$ cat src/rtl/cordic_req_arbiter_if.sv
// Request, core and response signal bundle for the CORDIC request arbiter.
// The slave side is the arbiter; the master side drives requests and the core.
interface cordic_req_arbiter_if #(
    parameter int NREQ = 4,
    parameter int W    = 16
);
    localparam int IW = $clog2(NREQ);

    logic [NREQ-1:0]   req_valid;
    logic [NREQ-1:0]   req_ready;
    logic [NREQ*W-1:0] req_angle;
    logic              core_start;
    logic [W-1:0]      core_angle;
    logic              core_busy;
    logic [W-1:0]      core_x;
    logic [W-1:0]      core_y;
    logic              rsp_valid;
    logic              rsp_ready;
    logic [IW-1:0]     rsp_id;
    logic [W-1:0]      rsp_x;
    logic [W-1:0]      rsp_y;
    logic              rsp_err;

    modport slave (
        input  req_valid, req_angle, core_busy, core_x, core_y, rsp_ready,
        output req_ready, core_start, core_angle,
        output rsp_valid, rsp_id, rsp_x, rsp_y, rsp_err
    );

    modport master (
        output req_valid, req_angle, core_busy, core_x, core_y, rsp_ready,
        input  req_ready, core_start, core_angle,
        input  rsp_valid, rsp_id, rsp_x, rsp_y, rsp_err
    );
endinterface

$ cat src/rtl/cordic_req_arbiter.sv
// Round-robin arbiter sharing one CORDIC core between NREQ requesters,
// one job in flight, with a busy-wait timeout that yields an error response.
module cordic_req_arbiter #(
    parameter int NREQ    = 4,
    parameter int W       = 16,
    parameter int TIMEOUT = 64
) (
    input logic clk,
    input logic rst,
    cordic_req_arbiter_if.slave bus
);
    localparam int IW = $clog2(NREQ);
    localparam int CW = $clog2(TIMEOUT + 1);

    typedef enum logic [2:0] {
        IDLE,
        ISSUE,
        WAIT_BUSY,
        RUN,
        RESP
    } state_t;

    state_t        state, state_n;
    logic [IW-1:0] rr_ptr;
    logic [IW-1:0] id_q;
    logic [IW-1:0] gnt_id;
    logic          gnt_any;
    logic [W-1:0]  angle_q;
    logic [W-1:0]  x_q;
    logic [W-1:0]  y_q;
    logic          err_q;
    logic [CW-1:0] tcnt;
    logic          tmo;
    int            k;

    assign tmo = (tcnt == CW'(TIMEOUT - 1));

    // First valid requester at or above rr_ptr, wrapping.
    always_comb begin
        gnt_any = 1'b0;
        gnt_id  = '0;
        k       = 0;
        for (int i = 0; i < NREQ; i++) begin
            k = int'(rr_ptr) + i;
            if (k >= NREQ) k = k - NREQ;
            if (!gnt_any && bus.req_valid[k]) begin
                gnt_any = 1'b1;
                gnt_id  = IW'(k);
            end
        end
    end

    always_comb begin
        state_n = state;
        unique case (state)
            IDLE:      if (gnt_any) state_n = ISSUE;
            ISSUE:     state_n = WAIT_BUSY;
            WAIT_BUSY: begin
                if (bus.core_busy) state_n = RUN;
                else if (tmo)      state_n = RESP;
            end
            RUN:       if (!bus.core_busy || tmo) state_n = RESP;
            RESP:      if (bus.rsp_ready) state_n = IDLE;
            default:   state_n = IDLE;
        endcase
    end

    always_ff @(posedge clk) begin
        if (rst) begin
            state   <= IDLE;
            rr_ptr  <= '0;
            id_q    <= '0;
            angle_q <= '0;
            x_q     <= '0;
            y_q     <= '0;
            err_q   <= 1'b0;
            tcnt    <= '0;
        end else begin
            state <= state_n;
            if (state == IDLE && gnt_any) begin
                angle_q <= bus.req_angle[int'(gnt_id)*W +: W];
                id_q    <= gnt_id;
                rr_ptr  <= (gnt_id == IW'(NREQ - 1)) ? '0 : gnt_id + 1'b1;
            end
            if (state == ISSUE)
                tcnt <= '0;
            else if (state == WAIT_BUSY || state == RUN)
                tcnt <= tcnt + 1'b1;
            // A real busy fall wins over a timeout landing in the same cycle.
            if (state_n == RESP && state != RESP) begin
                if (state == RUN && !bus.core_busy) begin
                    x_q   <= bus.core_x;
                    y_q   <= bus.core_y;
                    err_q <= 1'b0;
                end else begin
                    x_q   <= '0;
                    y_q   <= '0;
                    err_q <= 1'b1;
                end
            end
        end
    end

    always_comb begin
        bus.req_ready = '0;
        if (state == IDLE && gnt_any) bus.req_ready[gnt_id] = 1'b1;
    end

    assign bus.core_start = (state == ISSUE);
    assign bus.core_angle = (state == ISSUE) ? angle_q : '0;
    assign bus.rsp_valid  = (state == RESP);
    assign bus.rsp_id     = id_q;
    assign bus.rsp_x      = x_q;
    assign bus.rsp_y      = y_q;
    assign bus.rsp_err    = err_q;
endmodule

$ cat src/flat_wrapper.sv
// flat-port wrapper written by rule: the top's interface ports become plain ports
module cordic_req_arbiter_flat 
#(
    parameter int NREQ    = 4,
    parameter int W       = 16,
    parameter int TIMEOUT = 64
)
  (clk, rst, bus_req_valid, bus_req_angle, bus_core_busy, bus_core_x, bus_core_y, bus_rsp_ready, bus_req_ready, bus_core_start, bus_core_angle, bus_rsp_valid, bus_rsp_id, bus_rsp_x, bus_rsp_y, bus_rsp_err);
  cordic_req_arbiter_if #(.NREQ(NREQ), .W(W)) bus_i ();
  input logic clk;
  input logic rst;
  input wire logic [$bits(bus_i.req_valid)-1:0] bus_req_valid;
  input wire logic [$bits(bus_i.req_angle)-1:0] bus_req_angle;
  input wire logic [$bits(bus_i.core_busy)-1:0] bus_core_busy;
  input wire logic [$bits(bus_i.core_x)-1:0] bus_core_x;
  input wire logic [$bits(bus_i.core_y)-1:0] bus_core_y;
  input wire logic [$bits(bus_i.rsp_ready)-1:0] bus_rsp_ready;
  output wire logic [$bits(bus_i.req_ready)-1:0] bus_req_ready;
  output wire logic [$bits(bus_i.core_start)-1:0] bus_core_start;
  output wire logic [$bits(bus_i.core_angle)-1:0] bus_core_angle;
  output wire logic [$bits(bus_i.rsp_valid)-1:0] bus_rsp_valid;
  output wire logic [$bits(bus_i.rsp_id)-1:0] bus_rsp_id;
  output wire logic [$bits(bus_i.rsp_x)-1:0] bus_rsp_x;
  output wire logic [$bits(bus_i.rsp_y)-1:0] bus_rsp_y;
  output wire logic [$bits(bus_i.rsp_err)-1:0] bus_rsp_err;
  assign bus_i.req_valid = bus_req_valid;
  assign bus_i.req_angle = bus_req_angle;
  assign bus_i.core_busy = bus_core_busy;
  assign bus_i.core_x = bus_core_x;
  assign bus_i.core_y = bus_core_y;
  assign bus_i.rsp_ready = bus_rsp_ready;
  assign bus_req_ready = bus_i.req_ready;
  assign bus_core_start = bus_i.core_start;
  assign bus_core_angle = bus_i.core_angle;
  assign bus_rsp_valid = bus_i.rsp_valid;
  assign bus_rsp_id = bus_i.rsp_id;
  assign bus_rsp_x = bus_i.rsp_x;
  assign bus_rsp_y = bus_i.rsp_y;
  assign bus_rsp_err = bus_i.rsp_err;
  cordic_req_arbiter #(.NREQ(NREQ), .W(W), .TIMEOUT(TIMEOUT)) u_core (.clk(clk), .rst(rst), .bus(bus_i));
endmodule
$ cat config.mk
export PLATFORM = sky130hd
export DESIGN_NAME = cordic_req_arbiter_flat
export DESIGN_NICKNAME = d
export VERILOG_FILES = /design/src/rtl/cordic_req_arbiter_if.sv /design/src/rtl/cordic_req_arbiter.sv /design/src/flat_wrapper.sv
export SDC_FILE = /design/constraint.sdc
export NUM_CORES = 1
export LEC_CHECK = 0
export CORE_UTILIZATION = 43
export CTS_BUF_LIST = sky130_fd_sc_hd__clkbuf_4
export CTS_CLUSTER_SIZE = 8
export DETAILED_ROUTE_END_ITERATION = 10
export PLACE_DENSITY = 0.92
export SYNTH_ARGS = -nofsm -noshare
export SYNTH_HDL_FRONTEND = slang
export SYNTH_SLANG_ARGS = --single-unit
$ cat constraint.sdc
create_clock -name clk -period 3.8 [get_ports clk]
set_clock_uncertainty 0.05 [all_clocks]
set_input_delay 0.57 -clock clk [delete_from_list [all_inputs] [get_ports clk]]
set_output_delay 0.57 -clock clk [all_outputs]
set_load 0.005 [all_outputs]
==> job_summary.md <==
### Yosys + OpenROAD results

| Metric | Value |
|---|---|
| Result of the run | `finished, violations left` |
| Failing checks | `DRC` |
| Setup bufs post-CTS | `0` |
| Combinational share of power | `29.5%` |
| Yosys chip area | `2940 sq um` |
| Ys flop type | `dfxtp_1` |
| Unique cell types | `42` |
| CP arrival | `2.62 ns` |
| Die height | `84.7 um` |
| OpenROAD warning count | `29` |
| Startpoint Class | `primary input` |
| Placed Cells | `504` |
| DR iter-0 viols | `111` |
| Syn Area/Cell | `10.5 sq um` |
| CP max stage delay | `0.50 ns` |
| Dpl hpwl | `6120 um` |
| Grt ovf | `0` |
| Cts bufs inserted | `9` |
| Worst vdd ir | `249 uV` |
| FF-to-FF path depth | `5` |
| Worst-path clk slew | `0.10 ns` |
| Cell taking the most area after synthesis | `dfxtp_1` |
| CTS max path bufs | `2` |
| Hold path cells | `2` |
| Initial antenna violation count | `0` |
| Max Fanout on Critical Path | `5` |
| First-pass GRT wire length | `13000 um` |
| RSZ-0062 raised after global routing | `no` |
| Crit path time final | `3.24 ns` |
| Post-layout period usage | `85.2%` |
| CTS tree | `done` |
| Maxcap violations | `0` |
| DRC viols | `14` |
[final timing paths]
check	start	endpoint
worst max-delay path	bus_req_valid[0]	bus_req_ready[3]
worst min-delay path	u_core.bus.rsp_id[1]$_SDFFE_PP0P_	u_core.bus.rsp_id[1]$_SDFFE_PP0P_
worst max register to register	u_core.rr_ptr[1]$_SDFFE_PP0P_	u_core.angle_q[3]$_SDFFE_PP0P_
worst min register to register	u_core.bus.rsp_id[1]$_SDFFE_PP0P_	u_core.bus.rsp_id[1]$_SDFFE_PP0P_
[power groups by stage]
stage	registers, mW	clock network [mW]	logic [mW]
floorplan	0.765	0	0.308
global placement	0.771	0	0.530
detailed placement	0.775	0	0.544
CTS	0.760	0.537	0.546
global route	0.770	0.577	0.583
finish	0.761	0.527	0.538
[Yosys cell counts (all sizes together), types with 3 or more instances]
library cell and number:
xnor2 3, or3 3, inv 8, nor2 15
a22o 32, clkbuf 11, mux2i 34, nand2 9
a21oi 6, and2 20, nor3 4, buf 10
ha 5, o221ai 16, nand3b 16, dfxtp 63
xor2 3
[registers in the layout (all words and copies together) (netlist names)]
| name | flops |
|---|---|
| u_core.bus.rsp_err | 1 |
| u_core.bus.rsp_x | 16 |
| u_core.tcnt | 7 |
| u_core.bus.rsp_y | 16 |
| u_core.state | 3 |
| u_core.bus.rsp_id | 2 |
| u_core.rr_ptr | 2 |
| u_core.angle_q | 16 |
[metrics by stage]
| step | utilization (%) | hold slack (ns) | worst slack [ns] | area, sq um | power, mW |
|---|---|---|---|---|---|
| floorplan | - | 0.403 | 1.45 | 2940 | 1.07 |
| global placement | 71.1 | 0.402 | 0.653 | 4590 | 1.30 |
| detailed placement | 71.1 | 0.409 | 0.571 | 4590 | 1.32 |
| CTS | 73.7 | 0.424 | 0.568 | 4760 | 1.84 |
| global route | 73.7 | 0.447 | 0.471 | 4760 | 1.93 |
| finish | 73.7 | 0.421 | 0.563 | 4760 | 1.83 |
[worst max-delay path: cells and delay by family]
family                     cells  cell delay [ns]
adders and majority gates      1             0.15
and+or+nand+nor                3             0.62
AOI/OAI and AO/OA              1             0.18
buffers and inverters          3             1.08
[per-layer routing]
layer	part of all wire, %	global-route usage (%)	vias up
met2	47	40.4	137
li1	-	-	1356
met4	2.2	8.47	0
met5	0	0	-
met3	11	9.54	20
met1	40	24.7	1264
[logic make-up (layout without fill, tap and decap cells)]
| group | count (synthesis) | in the layout | share of synthesized area, % |
|---|---|---|---|
| multiplexers | 35 | 35 | 12.0 |
| AND/OR/NAND/NOR | 78 | 78 | 15.7 |
| XOR/XNOR | 6 | 6 | 1.79 |
| buffers and inverters | 29 | 191 | 4.94 |
| adder cells (fa/ha/maj) | 6 | 6 | 2.47 |
| flip-flops | 63 | 63 | 42.9 |
| AND-OR/OR-AND | 64 | 64 | 20.2 |
[layout make-up]
cell class / instances / area [sq um] / area share (%)
sequential: 63 / 1260 / 26.5
multi-input combinational: 189 / 1550 / 32.6
clock inverter: 7 / 96.3 / 2.03
inverter: 8 / 30.0 / 0.631
tap: 77 / 96.3 / 2.03
timing repair buffer: 167 / 1650 / 34.8
clock buffer: 9 / 67.6 / 1.42
Fig. 1: signal wires on met2
Scale bar: 20 um.
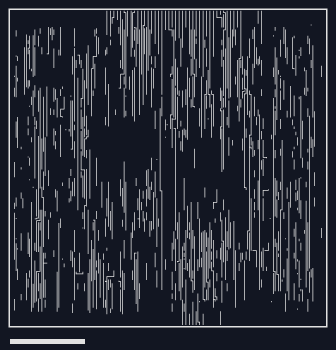
main direction: vertical
nets with wire on the layer: 472
vias after detailed routing: 2777
met2 Use GR: 40.4%
WL final: 8280 um

Fig. 2: routed clock nets over the placement
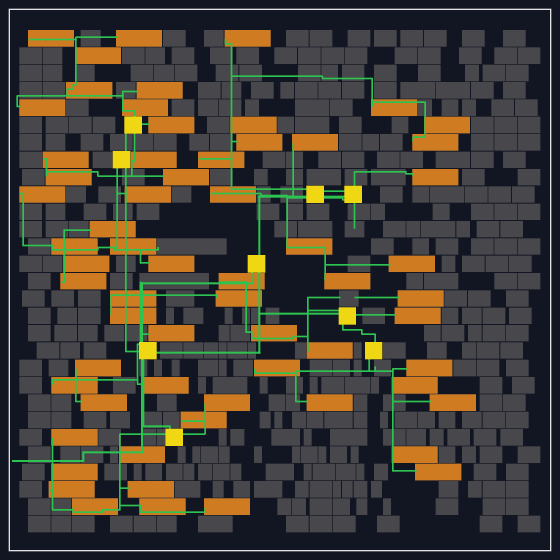
[clock wires] green | length: 785 um
[flip-flops] orange | count: 63
[clock-net drivers] yellow | count: 9
flops lie: widely spread
clk pwr: 0.527 mW
clk latency late pin: 0.39 ns

Fig. 3: placed cells, one colour a class
Scale bar: 20 um. Fill, decap, tap and diode cells in grey.
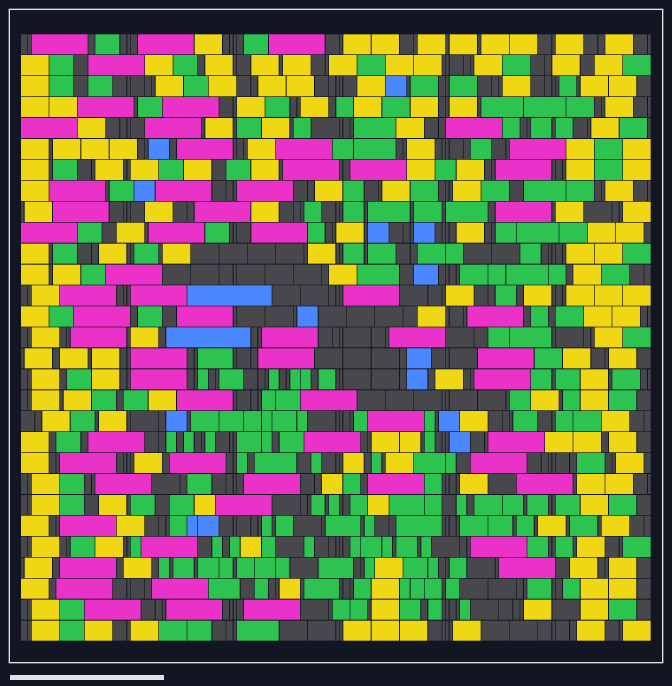
| class | colour | cells | share of their area |
|---|---|---|---|
| remaining logic cells | green | 197 | 34% |
| remaining buffers and delay cells | yellow | 167 | 35% |
| clock drivers and dummy loads | blue | 16 | 3.5% |
| registers | magenta | 63 | 27% |
Final Core Density: 73.7%
final instance area: 4760 sq um

Fig. 4: cell outlines without signal wires
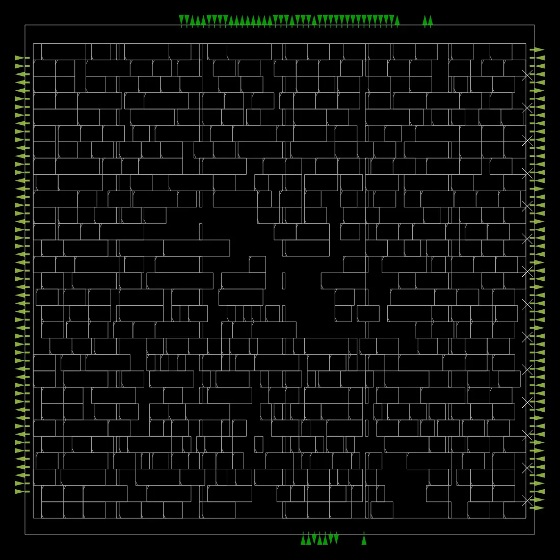
Layout fillers: 502
core area: 6460 sq um
tap cells: 77
fraction of area in registers: 26.5%

Power and IR drop assume default switching activity.
